run_1/pdn.png
Scale: 6 px per um. Pins as bars on the die edge.
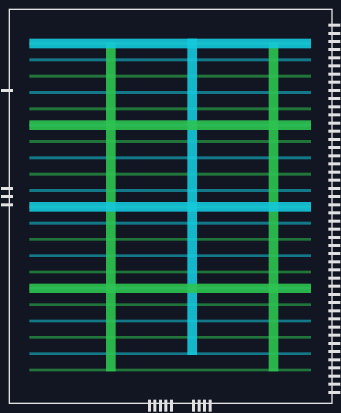
run_1/cell_classes.png
Scale: 4 px per um. Fill, decap, tap and diode cells in gray.
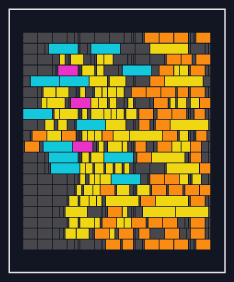
run_1/clock_map.png
Scale: 8 px per um.
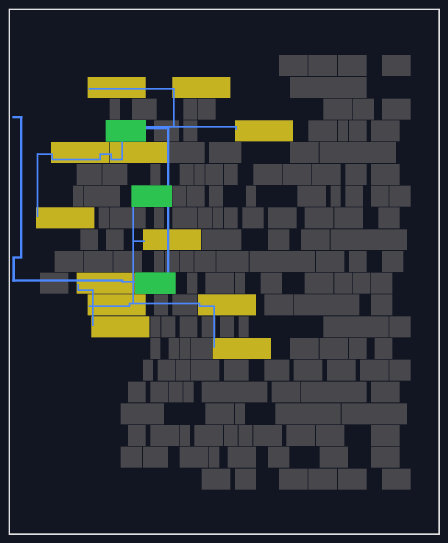
## src/rtl/fifo_arb_pkg.sv

```systemverilog
// Shared types, default parameters and width helpers for the FIFO write arbiter.
package fifo_arb_pkg;

    // Arbiter states: waiting for a request, or holding a grant.
    typedef enum logic {
        ST_IDLE  = 1'b0,
        ST_GRANT = 1'b1
    } arb_state_e;

    localparam int DEF_N         = 4;
    localparam int DEF_DW        = 8;
    localparam int DEF_MAX_BURST = 4;
    localparam int DEF_GAP_MAX   = 8;

    // $clog2 that never returns 0, so a counter or index is always at least 1 bit wide.
    function automatic int safe_clog2(input int value);
        return (value <= 2) ? 1 : $clog2(value);
    endfunction

endpackage

```

## src/rtl/fifo_wr_arbiter_rr_picker.sv

```systemverilog
// Combinational round-robin search: first set request after last_grant, wrapping modulo N.
module rr_picker #(
    parameter int N = 4
) (
    input  logic [N-1:0]         req,
    input  logic [$clog2(N)-1:0] last_grant,
    output logic [$clog2(N)-1:0] pick,
    output logic                 any_valid
);

    localparam int IW = $clog2(N);

    int idx;

    // Walk the N candidates starting one past the previous winner; the first hit wins.
    always_comb begin
        // NOTE: every output of a combinational block gets a default before any
        // conditional assignment, otherwise synthesis infers a latch to hold it.
        pick      = '0;
        any_valid = 1'b0;
        idx       = 0;
        for (int step = 1; step <= N; step++) begin
            idx = int'(last_grant) + step;
            if (idx >= N) begin
                idx = idx - N;
            end
            if (!any_valid && req[idx]) begin
                any_valid = 1'b1;
                pick      = IW'(idx);
            end
        end
    end

endmodule

```

## src/rtl/fifo_wr_arbiter.sv

```systemverilog
// Round-robin arbiter sharing one FIFO write port among N valid/ready/last requesters.
module fifo_wr_arbiter
    import fifo_arb_pkg::*;
#(
    parameter int N         = DEF_N,
    parameter int DW        = DEF_DW,
    parameter int MAX_BURST = DEF_MAX_BURST,
    parameter int GAP_MAX   = DEF_GAP_MAX
) (
    input  logic                 clk,
    input  logic                 rst,
    input  logic [N-1:0]         req_valid,
    input  logic [N-1:0]         req_last,
    input  logic [N*DW-1:0]      req_data,
    output logic [N-1:0]         req_ready,
    input  logic                 fifo_full,
    output logic                 fifo_wr_en,
    output logic [DW-1:0]        fifo_data,
    output logic [$clog2(N)-1:0] grant_id,
    output logic                 busy
);

    localparam int IW = $clog2(N);
    localparam int BW = safe_clog2(MAX_BURST + 1);
    localparam int GW = safe_clog2(GAP_MAX + 1);

    // Counter values at which a grant is released.
    localparam logic [BW-1:0] BEAT_LAST = BW'(MAX_BURST - 1);
    localparam logic [GW-1:0] GAP_LAST  = GW'(GAP_MAX - 1);

    arb_state_e    state, state_nxt;
    logic [IW-1:0] last_grant, last_grant_nxt;
    logic [IW-1:0] grant_nxt;
    logic [BW-1:0] beat_cnt, beat_cnt_nxt;
    logic [GW-1:0] gap_cnt, gap_cnt_nxt;

    logic [IW-1:0] pick;
    logic          any_valid;
    logic          cur_valid;
    logic          cur_last;
    logic [DW-1:0] cur_data;
    logic          accept;

    rr_picker #(
        .N (N)
    ) u_picker (
        .req        (req_valid),
        .last_grant (last_grant),
        .pick       (pick),
        .any_valid  (any_valid)
    );

    // Select the granted requester's handshake lines.
    always_comb begin
        cur_valid = req_valid[grant_id];
        cur_last  = req_last[grant_id];
        cur_data  = req_data[int'(grant_id) * DW +: DW];
    end

    // Accept path and output muxing; reset suppresses every output in its own cycle.
    always_comb begin
        accept     = !rst && (state == ST_GRANT) && cur_valid && !fifo_full;
        busy       = !rst && (state == ST_GRANT);
        fifo_wr_en = accept;
        fifo_data  = accept ? cur_data : '0;
        req_ready  = '0;
        if (accept) begin
            req_ready[grant_id] = 1'b1;
        end
    end

    // Next-state, grant and counter update rules.
    always_comb begin
        state_nxt      = state;
        last_grant_nxt = last_grant;
        grant_nxt      = grant_id;
        beat_cnt_nxt   = beat_cnt;
        gap_cnt_nxt    = gap_cnt;
        case (state)
            ST_IDLE: begin
                if (any_valid) begin
                    state_nxt      = ST_GRANT;
                    grant_nxt      = pick;
                    last_grant_nxt = pick;
                    beat_cnt_nxt   = '0;
                    gap_cnt_nxt    = '0;
                end
            end
            ST_GRANT: begin
                if (accept) begin
                    if (cur_last || (beat_cnt == BEAT_LAST)) begin
                        state_nxt    = ST_IDLE;
                        beat_cnt_nxt = '0;
                        gap_cnt_nxt  = '0;
                    end else begin
                        beat_cnt_nxt = beat_cnt + BW'(1);
                        gap_cnt_nxt  = '0;
                    end
                end else if (cur_valid) begin
                    // Stalled on fifo_full: both counters hold.
                    state_nxt = ST_GRANT;
                end else if (gap_cnt == GAP_LAST) begin
                    state_nxt    = ST_IDLE;
                    beat_cnt_nxt = '0;
                    gap_cnt_nxt  = '0;
                end else begin
                    gap_cnt_nxt = gap_cnt + GW'(1);
                end
            end
            default: begin
                state_nxt = ST_IDLE;
            end
        endcase
    end

    // State register with synchronous reset; last_grant starts at N-1 so requester 0 wins first.
    always_ff @(posedge clk) begin
        // NOTE: sequential state uses non-blocking assignments so every register
        // samples the pre-edge values, independent of statement order.
        if (rst) begin
            state      <= ST_IDLE;
            last_grant <= IW'(N - 1);
            grant_id   <= '0;
            beat_cnt   <= '0;
            gap_cnt    <= '0;
        end else begin
            state      <= state_nxt;
            last_grant <= last_grant_nxt;
            grant_id   <= grant_nxt;
            beat_cnt   <= beat_cnt_nxt;
            gap_cnt    <= gap_cnt_nxt;
        end
    end

endmodule

```

## config.mk

```make
export PLATFORM = sky130hd
export DESIGN_NAME = fifo_wr_arbiter
export DESIGN_NICKNAME = d
export VERILOG_FILES = /design/src/rtl/fifo_arb_pkg.sv /design/src/rtl/fifo_wr_arbiter_rr_picker.sv /design/src/rtl/fifo_wr_arbiter.sv
export SDC_FILE = /design/constraint.sdc
export NUM_CORES = 1
export LEC_CHECK = 0
export ABC_AREA = 0
export CAP_MARGIN = 25
export CORE_ASPECT_RATIO = 1.25
export CORE_MARGIN = 3
export CORE_UTILIZATION = 36
export CTS_BUF_LIST = sky130_fd_sc_hd__clkbuf_8
export DETAILED_ROUTE_END_ITERATION = 10
export PLACE_DENSITY = 0.86
export SYNTH_ARGS = -nofsm -noshare
export SYNTH_HDL_FRONTEND = slang
export SYNTH_HIERARCHICAL = 1
export SYNTH_SLANG_ARGS = --single-unit
export TNS_END_PERCENT = 20
```

## constraint.sdc

```tcl
create_clock -name clk -period 2.65 [get_ports clk]
set_input_delay 0.265 -clock clk [delete_from_list [all_inputs] [get_ports clk]]
set_output_delay 0.265 -clock clk [all_outputs]
set_load 0.03 [all_outputs]
```

==> impl_metrics.toml, run 1 <==
# generated from flow reports
[route]
ant_nets = 0
met1_length_mm = 1.21
drtIter0Drc = 20
top_layer_used = "met4"
dr_total_vias = 1105
viasPerCell = 5.53

[global_route]
met1_usage = 0.185
use_met2 = 0.345
overflow = 0

[synthesis]
ys_types = 36
synth-edff-count = 0
ys_sh_aoi = 0.149
avgSynthCellArea_um2 = 9.33
synthFlopType = "dfxtp_1"
ys_area_um2 = 1020
netlist_area_um2 = 1020
ys_seq_frac = 0.236
yosys.area_share.xor_xnor = 0.00861
top_logic_kind = "simple AND/OR/NAND/NOR gates"
synthAdderAreaFrac = 0.0369
yosysCellCount = 109
top_area_frac = 0.236
synth_dominant_cell_count = "dfxtp_1"
top_cells_by_count = "12 x dfxtp_1, 11 x a21oi_1, 10 x nand2_1"
area_leaders = "dfxtp_1 24%, mux4_2 15%, mux4_1 7.7%"
synth_warnings = 6
ys_ff = 12
synthCells = 109

[floorplan]
num_io_pins = 59
core_area_um2 = 2550
chipWidth_um = 53.5
n_tap_cell = 33
dieHeight_um = 65.4

[final_timing]
finalClockSkew_ns = 0.00145
timing.hold.ws_ns = 0.469
setup_slack_ns = 0.364
worst_pin_slew_ns = 0.601
max_slew_margin = 0.599
max_clock_freq_mhz = 437

[critical_path]
crit_path_max_fanout = 9
cp.required_ns = 2.38
critPathLaunchType = "flip-flop"
crit_path_end_kind = "output pin"
worstPathArrival_ns = 2.02
crit_end = "req_ready[2]"
r2r-start = "grant_id[1]$_SDFFE_PP0P_"

[power_and_ir_drop]
combPwrFrac = 0.386
powerClk_w = 0.000162
pwr.group.sequential_w = 0.000222
cellInternalPower_w = 0.000439
clockPowerShare = 0.260
p_comb_w = 0.000241
seqPwrFrac = 0.355
ir_drop_mv = 0.344
powerDensity_nw_per_um2 = 380
leakagePower_nw = 0.679
p_sw_w = 0.000186

[cells_and_area]
nonClkBufAreaFrac = 0.350
inv_count = 7
layout.area.comb_um2 = 719
ff_count = 12
regArea_um2 = 240
num-fill-cells = 218
num-nonclk-buffers = 61

[clocking]
root_buffer = "clkbuf_8"
ctsHoldBuffers = 0
clk_latency_ns = 0.24
clockBufferDepth = 2
cts-buffers-inserted = 3
cts.sinks = 12
post-cts-setup-buffers = 0

[placed_design]
dp_slack_ns = 0.289
place.gp.congestion = 0.719
dp_hpwl_mm = 2.64
placed_cell_area_um2 = 1600

[min_path]
hp-class = "flip-flop to flip-flop"
holdPathStages = 1
min-delay-start = "beat_cnt[0]$_SDFFE_PP0P_"

[flow_run]
warning_count = 26

[status]
status = "completed"
-- pdn.png (at the start) --
- green: VSS
- cyan: VDD
- met1 rails: 21
- met5 straps: 4
- met4 straps: 3
- rows: 20
- signal pins: 59

-- cell_classes.png (at the start) --
- yellow: all other logic (cells 91)
- orange: other buffers and delay cells (cells 61)
- magenta: cells driving clock nets (cells 3)
- cyan: flip-flops (cells 12)

-- clock_map.png (at the start) --
- blue: clock wires (length 176 um)
- yellow: flip-flops (count 12)
- green: cells driving clock nets (count 3)
- routed clock nets: 4

[run 1: per-stage QoR]
step                      total power [W]  std cells
after floorplan                  0.000360        109
after global placement           0.000459        197
after detailed placement         0.000466        197
after CTS                        0.000627        200
after global routing             0.000660        200
final                            0.000625        200
[run 1: placed cells by master (no fill, tap or decap), types with 5 or more instances in the layout]
| cell type | count |
|---|---|
| a21oi_1 | 11 |
| and3_1 | 8 |
| buf_4 | 14 |
| clkdlybuf4s50_1 | 47 |
| dfxtp_1 | 12 |
| inv_1 | 7 |
| mux4_2 | 7 |
| nand2_1 | 10 |
| nand2b_1 | 5 |
| nor2_1 | 6 |
[run 1: worst max-delay path: stages (launching register included)]
cell,delay [ns]
dfxtp_1,0.46
or3b_4,0.45
nor3_1,0.18
clkdlybuf4s50_1,0.70
## Run 2: what changed since run 1
CAP_MARGIN = default   (was 25)
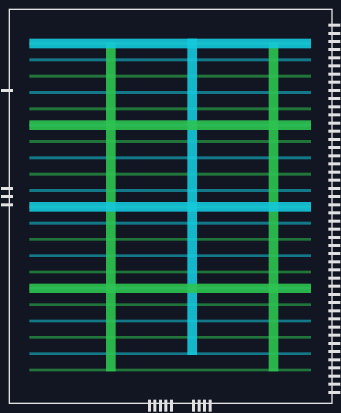
run_2/pdn.png
Scale: 6 px per um. Pins as bars on the die edge.
VDD IR max: 0.344 mV
Core Box Area: 2550 um^2
die width: 53.5 um
chip height: 65.4 um

==> run 2 against run 1 <==
  * Worst setup slack stayed put
  * Sequential share of layout area stayed put
  * Largest power group unchanged
  * Register-to-register slack hardly changed
  * Die area stayed put
  * Fmax stayed put
  * Clock-buffer cell count stayed put
  * Final cell count stayed put
  * Largest cell class unchanged
  * Sequential power hardly changed
  * Power stayed put
  * Wire length stayed put
  * Sequential cell count stayed put
==> impl_metrics.toml, run 2 <==
# generated from flow reports
[final_timing]
setup_slack_ns = 0.364
max_clock_freq_mhz = 437
setup_viol = 0
period_used_share = 0.863
max_slew_margin = 0.599
worst_pin_slew_ns = 0.601
fin_tns_setup_ns = 0
finalClockSkew_ns = 0.00145
timing.hold.ws_ns = 0.469

[power_and_ir_drop]
cellInternalPower_w = 0.000439
combPwrFrac = 0.386
powerClk_w = 0.000162
power_leader = "combinational logic"
seqPwrFrac = 0.355
power.total_w = 0.000625
p_comb_w = 0.000241
pwr.group.sequential_w = 0.000222
powerDensity_nw_per_um2 = 380
leakagePower_nw = 0.679
clockPowerShare = 0.260
p_sw_w = 0.000186

[synthesis]
yosys.area_share.xor_xnor = 0.00861
ys_types = 36
synth-edff-count = 0
synth_dominant_cell_count = "dfxtp_1"
ys_area_um2 = 1020
top_area_frac = 0.236
synthFlopType = "dfxtp_1"
yosys.area.top_type = "dfxtp_1"
top_cells_by_count = "12 x dfxtp_1, 11 x a21oi_1, 10 x nand2_1"
netlist_area_um2 = 1020
synth_warnings = 6
ys_ff = 12
simple_gate_share = 0.261
synthCells = 109
area_leaders = "dfxtp_1 24%, mux4_2 15%, mux4_1 7.7%"
synthAdderAreaFrac = 0.0369
ys_sh_aoi = 0.149
ys_seq_frac = 0.236
top_logic_kind = "simple AND/OR/NAND/NOR gates"
avgSynthCellArea_um2 = 9.33
yosysCellCount = 109

[cells_and_area]
num-fill-cells = 218
fin_util = 0.644
drive_above_1_share = 0.174
largest_reg_flops = 4
nNetsFinal = 215
reg_top3 = "gap_cnt x4, beat_cnt x3"
final_cell_mix = "47 x clkdlybuf4s50_1, 14 x buf_4, 12 x dfxtp_1"
lay_top_count = "clkdlybuf4s50_1"
largest-register = "gap_cnt"
fin_area_um2 = 1640
final_cell_count_no_fill = 200

[critical_path]
rr_endpoint = "beat_cnt[1]$_SDFFE_PP0P_"
worstPathArrival_ns = 2.02
rr_worst_depth = 4
crit_path_max_fanout = 9
r2r-start = "grant_id[1]$_SDFFE_PP0P_"
cp.required_ns = 2.38
critPathLaunchType = "flip-flop"
rrSetupSlack_ns = 0.48
crit_start = "state$_SDFF_PP0_"
crit_end = "req_ready[2]"
crit_path_end_kind = "output pin"

[route]
totalWireLength_mm = 3.19
drtIter0Drc = 20
viasPerCell = 5.53
dr_total_vias = 1105
ant_nets = 0

[global_route]
grt_pass1_wl_mm = 4.81
overflow = 0
grt_max_degree = 17

[min_path]
hp-class = "flip-flop to flip-flop"
holdPathStages = 1
min-delay-start = "beat_cnt[0]$_SDFFE_PP0P_"

[placed_design]
dp.cells = 197
dp_hpwl_mm = 2.64
dp_slack_ns = 0.289
placed_cell_area_um2 = 1600
place.gp.congestion = 0.719

[clocking]
ctsResizeCount = 0
cts-buffers-inserted = 3
clk_pin_slew_ns = 0.05
post-cts-setup-buffers = 0
ctsHoldBuffers = 0
clk_latency_ns = 0.24
clockBufferDepth = 2
root_buffer = "clkbuf_8"
cts.sinks = 12

[floorplan]
num_io_pins = 59
placementRows = 20
design.die.area_um2 = 3500
fp_util = 0.399

[status]
status = "completed"

[flow_run]
warning_count = 26
==> run 2: final cells by class <==
| class | count | area (um^2) | share of cell area |
|---|---|---|---|
| multi-input combinational | 84 | 719 | 0.438 |
| timing repair buffer | 61 | 576 | 0.350 |
| sequential | 12 | 240 | 0.146 |
| clock buffer | 3 | 41.3 | 0.0251 |
| tap | 33 | 41.3 | 0.0251 |
| inverter | 7 | 26.3 | 0.0160 |
==> run 2: critical path: stages, from the launching register on <==
cell	delay, ns
dfxtp_1	0.46
or3b_4	0.45
nor3_1	0.18
clkdlybuf4s50_1	0.70
==> run 2: layer usage <==
layer  track usage  part of all wire  up-vias
li1              -                 -      531
met1         0.185              0.38      508
met2         0.345              0.47       61
met3        0.0635              0.13        5
met4        0.0575             0.013        0
met5             0                 0        -
Power is estimated from default activity; no workload was simulated.
